--- config.mk ---
export PLATFORM = sky130hd
export DESIGN_NAME = aftab_memory_arbiter
export DESIGN_NICKNAME = d
export VERILOG_FILES = /design/src/rtl/aftab_memory_arbiter_pkg.sv /design/src/rtl/aftab_memory_arbiter_sync2.sv /design/src/rtl/aftab_memory_arbiter.sv
export SDC_FILE = /design/constraint.sdc
export NUM_CORES = 1
export LEC_CHECK = 0
export CAP_MARGIN = 15
export CORE_ASPECT_RATIO = 1.4
export CORE_MARGIN = 10
export CORE_UTILIZATION = 31
export CTS_CLUSTER_DIAMETER = 150
export DETAILED_ROUTE_END_ITERATION = 10
export GPL_ROUTABILITY_DRIVEN = 0
export PLACE_DENSITY = 0.7
export RECOVER_POWER = 100
export SLEW_MARGIN = 40
export SYNTH_ARGS = -nofsm -noshare
export SYNTH_HDL_FRONTEND = slang
export SYNTH_HIERARCHICAL = 1
export SYNTH_SLANG_ARGS = --single-unit
--- constraint.sdc ---
create_clock -name clk -period 1.95 [get_ports clk]
set_clock_uncertainty 0.2 [all_clocks]
set_input_delay 0.195 -clock clk [delete_from_list [all_inputs] [get_ports clk]]
set_output_delay 0.195 -clock clk [all_outputs]
set_load 0.005 [all_outputs]
--- src/rtl/aftab_memory_arbiter_pkg.sv ---
// Shared definitions for the AFTAB memory arbiter.
// Holds the FSM state encoding, the requester index constants and the
// requester count. Requester index: 0 = debugger, 1 = data, 2 = fetch.
package aftab_memory_arbiter_pkg;

    localparam int REQ_COUNT = 3;

    typedef logic [1:0] req_idx_t;

    localparam req_idx_t DBG   = 2'd0;
    localparam req_idx_t DATA  = 2'd1;
    localparam req_idx_t FETCH = 2'd2;

    typedef enum logic [1:0] {
        IDLE    = 2'd0,
        ACCESS  = 2'd1,
        DONE    = 2'd2,
        RELEASE = 2'd3
    } arb_state_t;

    // One-hot strobe for a requester index.
    function automatic logic [REQ_COUNT-1:0] idx_onehot(input req_idx_t i);
        return REQ_COUNT'(1) << i;
    endfunction

endpackage

--- src/rtl/aftab_memory_arbiter_sync2.sv ---
// Two-flop synchroniser for a single asynchronous level.
// Ports:
//   clk - destination clock
//   rst - asynchronous active-high reset, clears both flops
//   d   - asynchronous input
//   q   - synchronised output (two clk edges of latency)
module aftab_sync2 (
    input  logic clk,
    input  logic rst,
    input  logic d,
    output logic q
);

    logic meta;

    always_ff @(posedge clk or posedge rst) begin
        if (rst) begin
            meta <= 1'b0;
            q    <= 1'b0;
        end else begin
            meta <= d;
            q    <= meta;
        end
    end

endmodule

--- src/rtl/aftab_memory_arbiter.sv ---
// Arbiter sharing one aftab_memory_segment between debugger (0), core data
// port (1) and core fetch port (2). A granted request is latched into the
// registered memory strobes; the segment's asynchronous ready is synchronised
// and turns into a one-cycle ack (with err on timeout) to the granted port.
// Ports:
//   clk, rst             - clock, asynchronous active-high reset
//   reqRead/reqWrite     - per-requester level requests, held until ack
//   reqAddr/reqWData     - per-requester address / write data, [i*W +: W]
//   ack/err              - one-cycle completion / timeout flags
//   rData                - last read data, held until the next read completes
//   busy                 - high whenever the FSM is not idle
//   memRead/memWrite     - registered strobes to the segment
//   memAddr/memWData     - registered address / write data to the segment
//   memRData             - read data from the segment
//   memDataReady         - segment ready, asynchronous to clk
module aftab_memory_arbiter
    import aftab_memory_arbiter_pkg::*;
#(
    parameter int dataWidth     = 8,
    parameter int addressWidth  = 32,
    parameter int timeoutCycles = 16
) (
    input  logic                              clk,
    input  logic                              rst,
    input  logic [REQ_COUNT-1:0]              reqRead,
    input  logic [REQ_COUNT-1:0]              reqWrite,
    input  logic [REQ_COUNT*addressWidth-1:0] reqAddr,
    input  logic [REQ_COUNT*dataWidth-1:0]    reqWData,
    output logic [REQ_COUNT-1:0]              ack,
    output logic [REQ_COUNT-1:0]              err,
    output logic [dataWidth-1:0]              rData,
    output logic                              busy,
    output logic                              memRead,
    output logic                              memWrite,
    output logic [addressWidth-1:0]           memAddr,
    output logic [dataWidth-1:0]              memWData,
    input  logic [dataWidth-1:0]              memRData,
    input  logic                              memDataReady
);

    localparam int CW = $clog2(timeoutCycles);
    localparam logic [CW-1:0] CNT_LAST = CW'(timeoutCycles - 1);

    arb_state_t state, state_next;

    req_idx_t       grant;
    req_idx_t       last_core;
    req_idx_t       pick;
    logic           timed_out;
    logic [CW-1:0]  cnt;
    logic           rdy_s;
    logic [REQ_COUNT-1:0] req_any;

    aftab_sync2 u_rdy_sync (
        .clk (clk),
        .rst (rst),
        .d   (memDataReady),
        .q   (rdy_s)
    );

    assign req_any = reqRead | reqWrite;

    // Debugger wins outright; data/fetch alternate, the one not served last wins.
    always_comb begin
        pick = FETCH;
        if (req_any[DBG])
            pick = DBG;
        else if (req_any[DATA] && req_any[FETCH])
            pick = (last_core == FETCH) ? DATA : FETCH;
        else if (req_any[DATA])
            pick = DATA;
    end

    always_ff @(posedge clk or posedge rst) begin
        if (rst) state <= IDLE;
        else     state <= state_next;
    end

    always_comb begin
        state_next = state;
        case (state)
            IDLE:    if (|req_any) state_next = ACCESS;
            ACCESS:  if (rdy_s || cnt == CNT_LAST) state_next = DONE;
            DONE:    state_next = RELEASE;
            // Hold off the next grant until the previous ready is gone, so a
            // stale ready cannot complete the following access.
            RELEASE: if (!rdy_s) state_next = IDLE;
            default: state_next = IDLE;
        endcase
    end

    always_ff @(posedge clk or posedge rst) begin
        if (rst) begin
            grant     <= DBG;
            last_core <= FETCH;
            timed_out <= 1'b0;
            cnt       <= '0;
            rData     <= '0;
            memRead   <= 1'b0;
            memWrite  <= 1'b0;
            memAddr   <= '0;
            memWData  <= '0;
        end else begin
            case (state)
                IDLE: begin
                    if (|req_any) begin
                        grant     <= pick;
                        memAddr   <= reqAddr[int'(pick)*addressWidth +: addressWidth];
                        memWData  <= reqWData[int'(pick)*dataWidth +: dataWidth];
                        // Read+write together is treated as a write.
                        memWrite  <= reqWrite[pick];
                        memRead   <= ~reqWrite[pick];
                        cnt       <= '0;
                        timed_out <= 1'b0;
                    end
                end
                ACCESS: begin
                    if (rdy_s) begin
                        if (memRead) rData <= memRData;
                        memRead  <= 1'b0;
                        memWrite <= 1'b0;
                    end else if (cnt == CNT_LAST) begin
                        timed_out <= 1'b1;
                        memRead   <= 1'b0;
                        memWrite  <= 1'b0;
                    end else begin
                        cnt <= cnt + 1'b1;
                    end
                end
                DONE: begin
                    if (grant != DBG) last_core <= grant;
                end
                default: ;
            endcase
        end
    end

    assign busy = (state != IDLE);
    assign ack  = (state == DONE) ? idx_onehot(grant) : '0;
    assign err  = ack & {REQ_COUNT{timed_out}};

endmodule
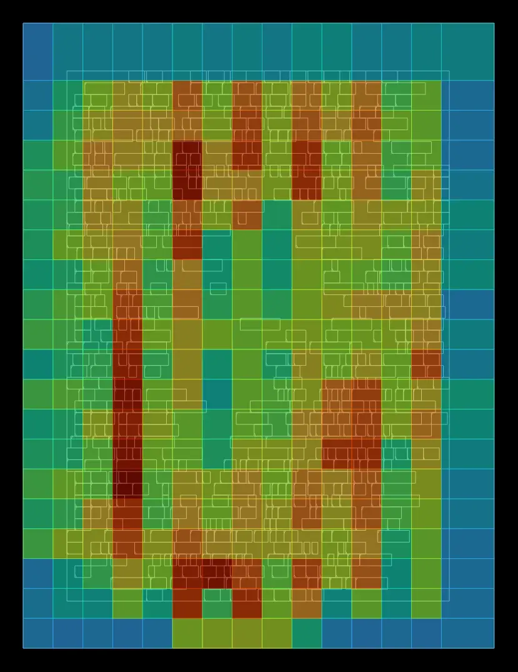
*Track usage over the die*
M2 GR Usage: 29.2%
Final Util: 56.6%

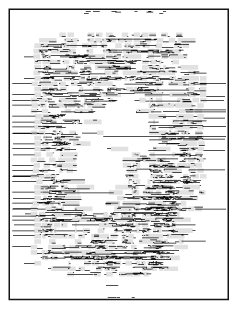
*Met1 routing*
Drawn at 2 px/um.
longest straight run	61.2 um
main direction	horizontal
wire length on this layer	4,470 um
share of all routed wire	35%
nets with wire on the layer	630
via count: 3,592
drt total wl: 12,900 um
M1 GR Usage: 15.4%

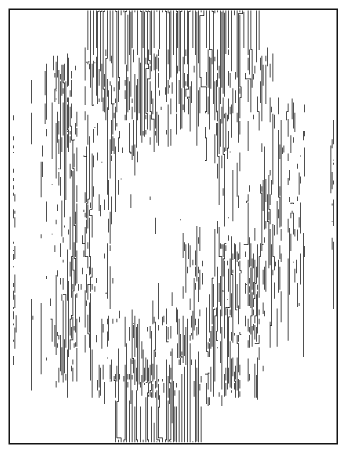
*Signal wires on met2*
Drawn at 3 px/um.
nets with wire on the layer	610
share of all routed wire	54%
longest straight run	44.7 um

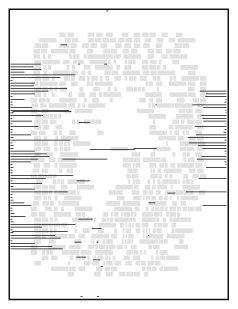
*Met3 routing*
Drawn at 2 px/um.
nets with wire on the layer	111
share of all routed wire	8.8%
wire length on this layer	1,130 um
met3 Resource Use GR: 6.64%

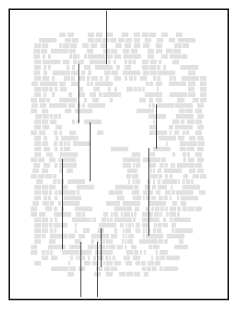
*The metal 4 layer*
Drawn at 2 px/um.
share of all routed wire	2.1%
nets with wire on the layer	6
wire length on this layer	269 um
main direction	vertical
longest straight run	44.9 um

==> impl_metrics.csv <==
group,metric,value,unit
clock_tree,clk_latency,0.33,ns
logic_synthesis,fp_nets,495,
cells_and_area,nClkBuffers,12,
logic_synthesis,synthTopCellsByArea,"dfrtp_1 45%, mux2i_1 11%, and3_1 6.4%",
floorplanning,num_rows,45,
logic_synthesis,ys_top_cells_by_count,"62 x dfrtp_1, 41 x a21oi_1, 40 x o21ai_0",
floorplanning,die_w,109,um
logic_synthesis,ys_sh_mux,14.1,%
clock_tree,numCtsBuffers,9,
logic_synthesis,top_cell,"dfrtp_1",
logic_synthesis,synth_chip_area,3420,um2
cells_and_area,n_fill_cell,989,
power,seq_power,0.00225,W
drt,routedWlPerCell,17.8,um
final_timing,drv_slew,0,
cells_and_area,stdcell_area,6110,um2
cells_and_area,drive_gt1_share,14.1,%
clock_tree,cts_buffer_depth,2,
min_path,holdPathStages,0,
worst_setup_path,r2r_cells,6,
clock_tree,hold_buffers,1,
drt,vias_per_cell,4.98,
global_routing,grt_antenna_before_repair,0,
logic_synthesis,synth-edff-count,0,
power,p_sw_share,34.5,%
logic_synthesis,yosys_warnings,6,
floorplanning,chip_area,15700,um2
placement,place_ws,-0.278,ns
cells_and_area,seq_share,25.8,%
clock_tree,cts_tree,"yes",
clock_tree,cts.sinks,63,
run_status,status,"completed",
drt,ant_nets,0,
final_timing,relSlewSlack,68.1,%
logic_synthesis,ys_ff,63,
logic_synthesis,seq_area_frac_synth,46.1,%
worst paths after layout:
check                                startpoint              end
worst min-delay path            u_rdy_sync/meta     u_rdy_sync/q
worst max register to register           cnt[1]         state[1]
worst max-delay path                     cnt[1]         state[1]
max in group asynchronous                   rst     last_core[1]
min in group asynchronous                   rst  u_rdy_sync/meta
worst min register to register  u_rdy_sync/meta     u_rdy_sync/q
registers in the layout (all words and copies together) (netlist names):
register	flops
memWData	8
cnt	4
state	2
rData	8
u_rdy_sync/q	1
grant	2
timed_out	1
memRead	1
last_core	2
memAddr	32
memWrite	1
u_rdy_sync/meta	1
per-layer routing:
layer	track usage [%]	routed length, um	share of wire [%]
met1	15.4	4470	35
met2	29.2	7020	54
met3	6.64	1130	8.8
met4	6.89	268	2.1
met5	0	0	0
Power is estimated from default activity; no workload was simulated.
